## src/rtl/rfid_cmd_tx.sv

```systemverilog
// rfid_cmd_tx: UART transmitter sending 5-byte command frames
// (HDR, cmd, arg, cmd^arg, TAIL) to the RFID reader.
//
// Ports:
//   clk    system clock
//   rst    asynchronous active-low reset
//   start  one-cycle send request, accepted when busy=0
//   cmd    command byte, latched on accept
//   arg    argument byte, latched on accept
//   txd    serial line to the reader, idles high
//   busy   high while a frame is in progress
//   done   one-cycle pulse after the final stop bit
//
// Build option: define RFID_TX_PARITY_EN for 8E1 framing
// (even parity bit between data bit 7 and the stop bit).
module rfid_cmd_tx #(
    parameter int unsigned CLK_FREQ  = 50000000,
    parameter int unsigned BAUD      = 9600,
    parameter logic [7:0]  HDR_BYTE  = 8'hAA,
    parameter logic [7:0]  TAIL_BYTE = 8'h55
) (
    input  logic       clk,
    input  logic       rst,
    input  logic       start,
    input  logic [7:0] cmd,
    input  logic [7:0] arg,
    output logic       txd,
    output logic       busy,
    output logic       done
);

    localparam int unsigned BAUD_DIV = CLK_FREQ / BAUD;
    localparam int unsigned CNT_W    = $clog2(BAUD_DIV);
    localparam logic [CNT_W-1:0] BAUD_LAST = CNT_W'(BAUD_DIV - 1);

    typedef enum logic [2:0] {
        IDLE,
        START,
        DATA,
        STOP
`ifdef RFID_TX_PARITY_EN
        , PARITY
`endif
    } state_t;

    state_t           state;
    state_t           state_nxt;
    logic [CNT_W-1:0] baud_cnt;
    logic [2:0]       bit_cnt;
    logic [2:0]       byte_idx;
    logic [7:0]       cmd_q;
    logic [7:0]       arg_q;
    logic [7:0]       chk_q;
    logic [7:0]       cur_byte;
    logic             baud_end;
    logic             accept;
    logic             last_byte;

    assign baud_end  = (baud_cnt == BAUD_LAST);
    assign accept    = (state == IDLE) && start;
    assign last_byte = (byte_idx == 3'd4);

    always_comb begin
        unique case (byte_idx)
            3'd0:    cur_byte = HDR_BYTE;
            3'd1:    cur_byte = cmd_q;
            3'd2:    cur_byte = arg_q;
            3'd3:    cur_byte = chk_q;
            default: cur_byte = TAIL_BYTE;
        endcase
    end

    // State register plus the counters and latched frame bytes.
    always_ff @(posedge clk or negedge rst) begin
        if (!rst) begin
            state    <= IDLE;
            baud_cnt <= '0;
            bit_cnt  <= '0;
            byte_idx <= '0;
            cmd_q    <= '0;
            arg_q    <= '0;
            chk_q    <= '0;
            done     <= 1'b0;
        end else begin
            state <= state_nxt;
            done  <= (state == STOP) && baud_end && last_byte;

            if (state == IDLE || baud_end)
                baud_cnt <= '0;
            else
                baud_cnt <= baud_cnt + 1'b1;

            if (state != DATA)
                bit_cnt <= '0;
            else if (baud_end)
                bit_cnt <= bit_cnt + 1'b1;

            if (accept) begin
                cmd_q    <= cmd;
                arg_q    <= arg;
                chk_q    <= cmd ^ arg;
                byte_idx <= '0;
            end else if (state == STOP && baud_end && !last_byte) begin
                byte_idx <= byte_idx + 1'b1;
            end
        end
    end

    always_comb begin
        state_nxt = state;
        unique case (state)
            IDLE:  if (start) state_nxt = START;
            START: if (baud_end) state_nxt = DATA;
            DATA: begin
                if (baud_end && bit_cnt == 3'd7) begin
`ifdef RFID_TX_PARITY_EN
                    state_nxt = PARITY;
`else
                    state_nxt = STOP;
`endif
                end
            end
`ifdef RFID_TX_PARITY_EN
            PARITY: if (baud_end) state_nxt = STOP;
`endif
            STOP: begin
                if (baud_end)
                    state_nxt = last_byte ? IDLE : START;
            end
            default: state_nxt = IDLE;
        endcase
    end

    // txd decodes straight from the state register so an
    // asynchronous reset forces the line high immediately.
    always_comb begin
        txd  = 1'b1;
        busy = (state != IDLE);
        unique case (state)
            START:   txd = 1'b0;
            DATA:    txd = cur_byte[bit_cnt];
`ifdef RFID_TX_PARITY_EN
            PARITY:  txd = ^cur_byte;
`endif
            default: txd = 1'b1;
        endcase
    end

endmodule

```

## config.mk

```make
export PLATFORM = sky130hd
export DESIGN_NAME = rfid_cmd_tx
export DESIGN_NICKNAME = d
export VERILOG_FILES = /design/src/rtl/rfid_cmd_tx.sv
export SDC_FILE = /design/constraint.sdc
export NUM_CORES = 1
export LEC_CHECK = 0
export ABC_AREA = 1
export CAP_MARGIN = 20
export CORE_MARGIN = 2
export CORE_UTILIZATION = 60
export CTS_CLUSTER_DIAMETER = 100
export DETAILED_ROUTE_END_ITERATION = 12
export PLACE_DENSITY = 0.81
export SYNTH_ARGS = -nofsm -noshare
export SYNTH_HDL_FRONTEND = slang
export SYNTH_SLANG_ARGS = --single-unit
```

## constraint.sdc

```tcl
create_clock -name clk -period 4.5 [get_ports clk]
set_input_delay 0.675 -clock clk [delete_from_list [all_inputs] [get_ports clk]]
set_output_delay 0.675 -clock clk [all_outputs]
set_load 0.02 [all_outputs]
```

==> deck_impl_summary.md, run 1 <==
Implementation Results

Status
  – Result of the run: completed

Synth
  – Distinct cells, synth: 29
  – Yosys top cell by area: sky130_fd_sc_hd__dfrtp_1
  – Total nets after synthesis: 372
  – Compound-gate portion of the synthesized area: 4.83%
  – Ranking of synthesized cells by area: sky130_fd_sc_hd__dfrtp_1, sky130_fd_sc_hd__nand2_1, sky130_fd_sc_hd__ha_1, sky130_fd_sc_hd__nand3_1, sky130_fd_sc_hd__inv_1
  – Mean instance size in the synthesized netlist: 7.59 um2
  – Dominant non-sequential cell family after synthesis: simple AND/OR/NAND/NOR gates
  – Registers, synthesis: 46
  – Adder share: 5.80%

Die
  – Initial core utilization: 63.3%
  – Core Region: 0.00409 mm2
  – Chip area: 0.00486 mm2
  – Die outline height: 69.7 um

Cells and area
  – Share of the final layout cell area in sequential cells: 39.1%
  – Most frequent logic cells in the routed design: sky130_fd_sc_hd__nand2_1, sky130_fd_sc_hd__dfrtp_1, sky130_fd_sc_hd__inv_1
  – Highest-count logic cell in the final layout: sky130_fd_sc_hd__nand2_1
  – NumNets Final: 394
  – Clk tree area frac: 3.87%
  – Count of inverters not on the clock network in the layout: 41
  – Fraction of final layout cells with drive strength greater than 1: 10.4%
  – Number of diodes added for antenna fixing: 0
  – Dominant class by area: combinational gates
  – Non-clock buffers, area share: 7.65%
  – Count of filler cells inserted in the layout: 326

Global routing
  – GRT Total Usage: 21.5%
  – Met2 layer usage reported by global route: 33.5%
  – Met3 Use GR: 4.36%
  – Global-route wire length before repair: 8.57 mm
  – GR Overflow Total: 0
  – Number of global-route vias before repair: 1957

Worst setup path
  – FF-to-FF setup slack: 2.29 ns
  – Critical-path top delay cell: sky130_fd_sc_hd__clkdlybuf4s50_1
  – Launch point of the worst reg-to-reg path: state[0]
  – Critical path class: reg -> out
  – Biggest cell delay along the critical path: 0.59 ns
  – Crit-path cells: inv_2 -> ha_1 -> nand2_1 -> inv_1 -> nor2_1 -> nand2_1 -> nand2_1 -> nand2_1 -> nand3_1 -> nand2_1 -> nand2_1 -> nand2_1 -> clkdlybuf4s50_1
  – Data arrival time at the worst-slack endpoint: 2.51 ns
  – Crit path max fanout: 16
  – CP most frequent cell: sky130_fd_sc_hd__nand2_1

Drt
  – Routed Wire Length: 4.88 mm
  – Count of antenna-violating nets left after detailed routing: 0
  – Detailed-route wire length per cell: 11.8 um
  – Number of iterations in the first detailed-routing pass: 4
  – DRC viols: 0

Final timing
  – RSZ-0062 raised after global routing: no
  – Slew at the pin closest to its max-slew limit: 0.489 ns
  – Number of endpoints failing setup at the final stage: 0
  – Min cycle time layout: 3.18 ns
  – Maximum clock frequency: 314 MHz
  – Post-route fraction of the period consumed by the critical path: 70.7%

CTS
  – PostCTS Resize Cnt: 0
  – Clock tree from TritonCTS: built
  – Clk pin slew, worst setup/hold paths: 0.09 ns

Power
  – Max rail drop VDD: 0.301 mV
  – Int Pwr: 0.872 mW
  – NetSw: 0.498 mW
  – Sw frac: 36.3%
  – Total power density per cell area: 465 mW/mm2
  – Part of the total power dissipated in combinational logic: 32.0%

Placed design
  – Global placement routability congestion: 0.908
run 1: routing by layer:
metal / part of all wire (%) / vias to the layer above
met5: 0 / -
met4: 1.2 / 0
met3: 3.1 / 6
met2: 45 / 30
met1: 51 / 977
li1: - / 1122
run 1: synth_stat cells (all sizes together):
library cell	n
inv	39
a31oi	1
ha	12
a21oi	9
dfrtp	46
nand3	30
xor2	1
nor3	12
nand2	127
or2	2
nor2	29
nor4	3
o21ai	14
nor3b	2
clkinv	2
and3	1
nand4	4
buf	7
run 1: how the worst max path moves through the flow:
stage,endpoint,slack [ns],depth (start not counted)
6_report,txd,1.32,13
3_5_place_dp,txd,1.67,13
5_1_grt,txd,1.12,13
3_3_place_gp,txd,1.68,13
4_1_cts,txd,1.32,13
2_1_floorplan,txd,2.28,13
run 1: state kept, by name, summed over array words and instances, names as in the netlist:
name,flops
arg_q,8
baud_cnt,13
bit_cnt,3
byte_idx,3
chk_q,8
cmd_q,8
done,1
state,2
run 1: power by group through the flow:
| stage | Sequential (mW) | Clock (mW) | Combinational, mW |
|---|---|---|---|
| 6_report | 0.623 | 0.308 | 0.438 |
| 5_1_grt | 0.637 | 0.327 | 0.508 |
| 4_1_cts | 0.622 | 0.314 | 0.443 |
| 3_5_place_dp | 0.630 | 0 | 0.438 |
| 3_3_place_gp | 0.627 | 0 | 0.427 |
| 2_1_floorplan | 0.601 | 0 | 0.341 |
run 1: through the flow:
stage	utilization, %	cell area (um2)	hold slack [ns]	worst slack (ns)	std cells
5_1_grt	72.0	2940	0.335	1.12	414
6_report	72.0	2940	0.308	1.32	414
3_3_place_gp	68.8	2810	0.447	1.68	405
2_1_floorplan	-	2590	0.379	2.28	341
4_1_cts	71.6	2920	0.469	1.32	413
3_5_place_dp	68.8	2810	0.459	1.67	405
==> run_1/sizing.png <==
The bar under the picture is 20 um long.
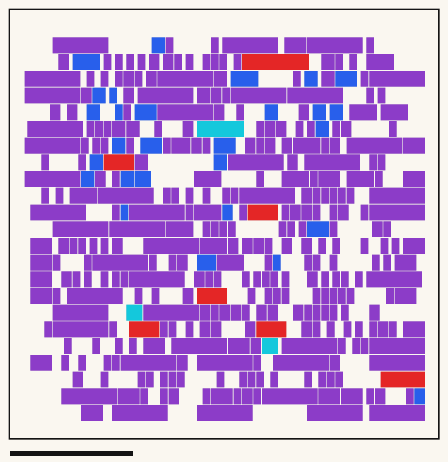
| size | colour | cells | most used |
|---|---|---|---|
| x2 | blue | 28 | nand2_2 |
| x3 and x4 | cyan | 3 | clkinvlp_4 |
| x6 and larger | red | 7 | clkbuf_8 |
| x1 and smaller | purple | 326 | nand2_1 |

==> run_1/clock_wires.png <==
The bar under the picture is 20 um long.
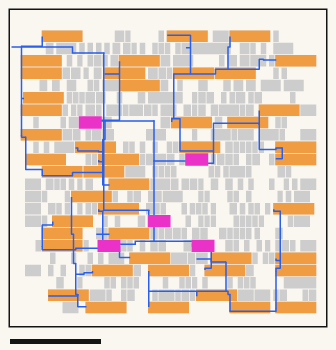
[flip-flops] orange | count: 46
[clock wires] blue | length: 531 um
[clock-net drivers] magenta | count: 5
flops lie: spread over the die
routed clock nets: 6
power consumed by the clock network: 0.308 mW
relative contribution of the clock network to total power: 22.5%
Late-Pin Clk Latency: 0.30 ns
Layout Skew: 0.00740 ns

==> run_1/clock_nets.png <==
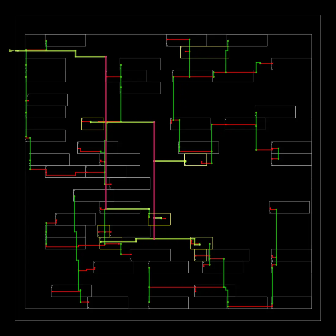
Flop Count: 46
number of clock sinks seen by CTS: 46
number of buffers created by CTS: 5
# clk buffers: 5

==> run_1/closeup.png <==
Window x 37 to 67, y 2 to 32 um. Cells in grey, sequential cells in the stronger grey; small squares are vias.
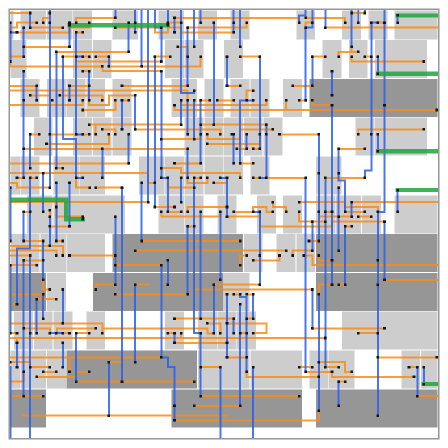

==> run 2, diff against run 1 <==
- CORE_UTILIZATION: 60 -> 58
- PLACE_DENSITY: 0.81 -> 0.79
- clock period: 4.5 -> 3.1 ns (I/O delays scaled with it)
==> run_2/closeup.png <==
Window x 38 to 68, y 3 to 33 um. Cells in grey, sequential cells in the stronger grey; small squares are vias.
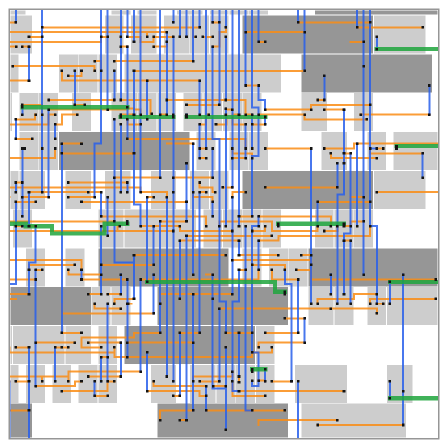
| layer | colour |
|---|---|
| M2 | blue |
| M3 | green |
| M1 | orange |
sequential cells in the window: 10
netlist names of flops here include: `cmd_q` (4), `arg_q` (3), `chk_q` (3)
most frequent: nand2_1 (37), dfrtp_1 (10)
cells with their middle in the window: 85

==> run_2/clock_nets.png <==
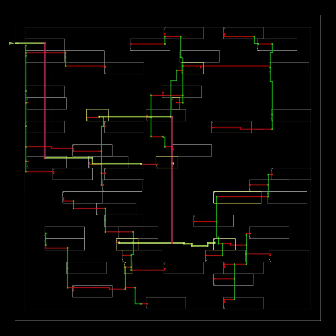
power consumed by the clock network: 0.441 mW
Layout Skew: 0.00796 ns

==> deck_impl_summary.md, run 2 <==
Implementation Results

Final timing
  – Hold Slack: 0.0286 ns
  – Min cycle time layout: 2.89 ns
  – Slew at the pin closest to its max-slew limit: 0.553 ns
  – Maximum clock frequency: 346 MHz
  – Final setup margin: 0.213 ns

Die
  – Die outline height: 70.8 um
  – Chip area: 0.00501 mm2
  – Initial core utilization: 59.9%

Synth
  – Registers, synthesis: 46
  – Dominant non-sequential cell family after synthesis: simple AND/OR/NAND/NOR gates
  – Ranking of synthesized cells by area: sky130_fd_sc_hd__dfrtp_1, sky130_fd_sc_hd__nand2_1, sky130_fd_sc_hd__ha_1, sky130_fd_sc_hd__nand3_1, sky130_fd_sc_hd__inv_1
  – Adder share: 5.80%
  – Number of enable flip-flop cells: 0
  – Mean instance size in the synthesized netlist: 7.59 um2
  – Compound-gate portion of the synthesized area: 4.83%
  – Commonest flop: sky130_fd_sc_hd__dfrtp_1
  – Distinct cells, synth: 29

Drt
  – Count of antenna-violating nets left after detailed routing: 0
  – DRC viols: 0
  – Routed Wire Length: 5.22 mm

Cells and area
  – Fraction of final layout cells with drive strength greater than 1: 11.2%
  – Number of diodes added for antenna fixing: 0
  – Number of flip-flops in the largest register: 13
  – Most frequent logic cells in the routed design: sky130_fd_sc_hd__nand2_1, sky130_fd_sc_hd__dfrtp_1, sky130_fd_sc_hd__inv_1
  – Post-layout util: 68.4%

Power
  – Sw frac: 36.4%
  – Int Pwr: 1.27 mW
  – Total power density per cell area: 675 mW/mm2
  – Part of the total power dissipated in combinational logic: 32.6%
  – Power in combinational cells: 0.651 mW
  – Pwr top: sequential cells
  – Relative contribution of the clock network to total power: 22.1%

Placed design
  – Post-place instance area: 0.00282 mm2
  – Number of placed instances with taps included: 408
  – Worst slack at placement: 0.466 ns

CTS
  – Clk pin slew, worst setup/hold paths: 0.09 ns
  – PostCTS Resize Cnt: 0
  – Late-Pin Clk Latency: 0.30 ns

Global routing
  – Global-route wire length before repair: 9.55 mm
  – Number of global-route vias before repair: 2220

Worst setup path
  – Launch point of the worst reg-to-reg path: state[0]
  – FF-to-FF setup slack: 1.28 ns
  – Crit path max fanout: 7
  – Critical path class: reg -> out

Status
  – Result of the run: completed
-- run 2: cell types whose count changed in the layout (fill, tap and decap cells not counted), sizes merged --
cell,delta
clkinv,+2
buf,+1
clkinvlp,-2
-- run 2: critical path, cell delays in order, from the launching register on --
cell	delay (ns)
sky130_fd_sc_hd__dfrtp_1	0.41
sky130_fd_sc_hd__inv_1	0.10
sky130_fd_sc_hd__ha_1	0.31
sky130_fd_sc_hd__nand2_1	0.14
sky130_fd_sc_hd__nor2_1	0.11
sky130_fd_sc_hd__nor2_1	0.06
sky130_fd_sc_hd__nand2_1	0.07
sky130_fd_sc_hd__nand2_1	0.06
sky130_fd_sc_hd__nand2_1	0.05
sky130_fd_sc_hd__nand3_1	0.06
sky130_fd_sc_hd__nand2_1	0.06
sky130_fd_sc_hd__nand2_1	0.05
sky130_fd_sc_hd__nand2_1	0.05
sky130_fd_sc_hd__clkdlybuf4s50_1	0.59
-- run 2: cell type report --
cell class | instances | area [um2]
fill | 389 | 1370
multi-input combinational | 247 | 1240
sequential | 46 | 1150
timing repair buffer | 23 | 233
inverter | 41 | 158
clock buffer | 5 | 68.8
tap | 52 | 65.1
clock inverter | 3 | 40.0
-- run 2: routing by layer --
layer | wire length [um] | GRT usage (%)
met1 | 2520 | 31.4
met2 | 2470 | 39.4
met3 | 171 | 4.84
met4 | 55 | 7.76
met5 | 0 | 0
-- run 2: how the worst max path moves through the flow --
stage                     start  endpoint  slack, ns  depth (start not counted)
CTS                 byte_idx[2]       txd       0.09                         13
global route        byte_idx[1]       txd       0.02                         13
floorplan           byte_idx[2]       txd       1.09                         13
finish              byte_idx[1]       txd       0.21                         13
detailed placement  byte_idx[2]       txd       0.47                         13
global placement    byte_idx[2]       txd       0.49                         11
Power is estimated from default activity; no workload was simulated.
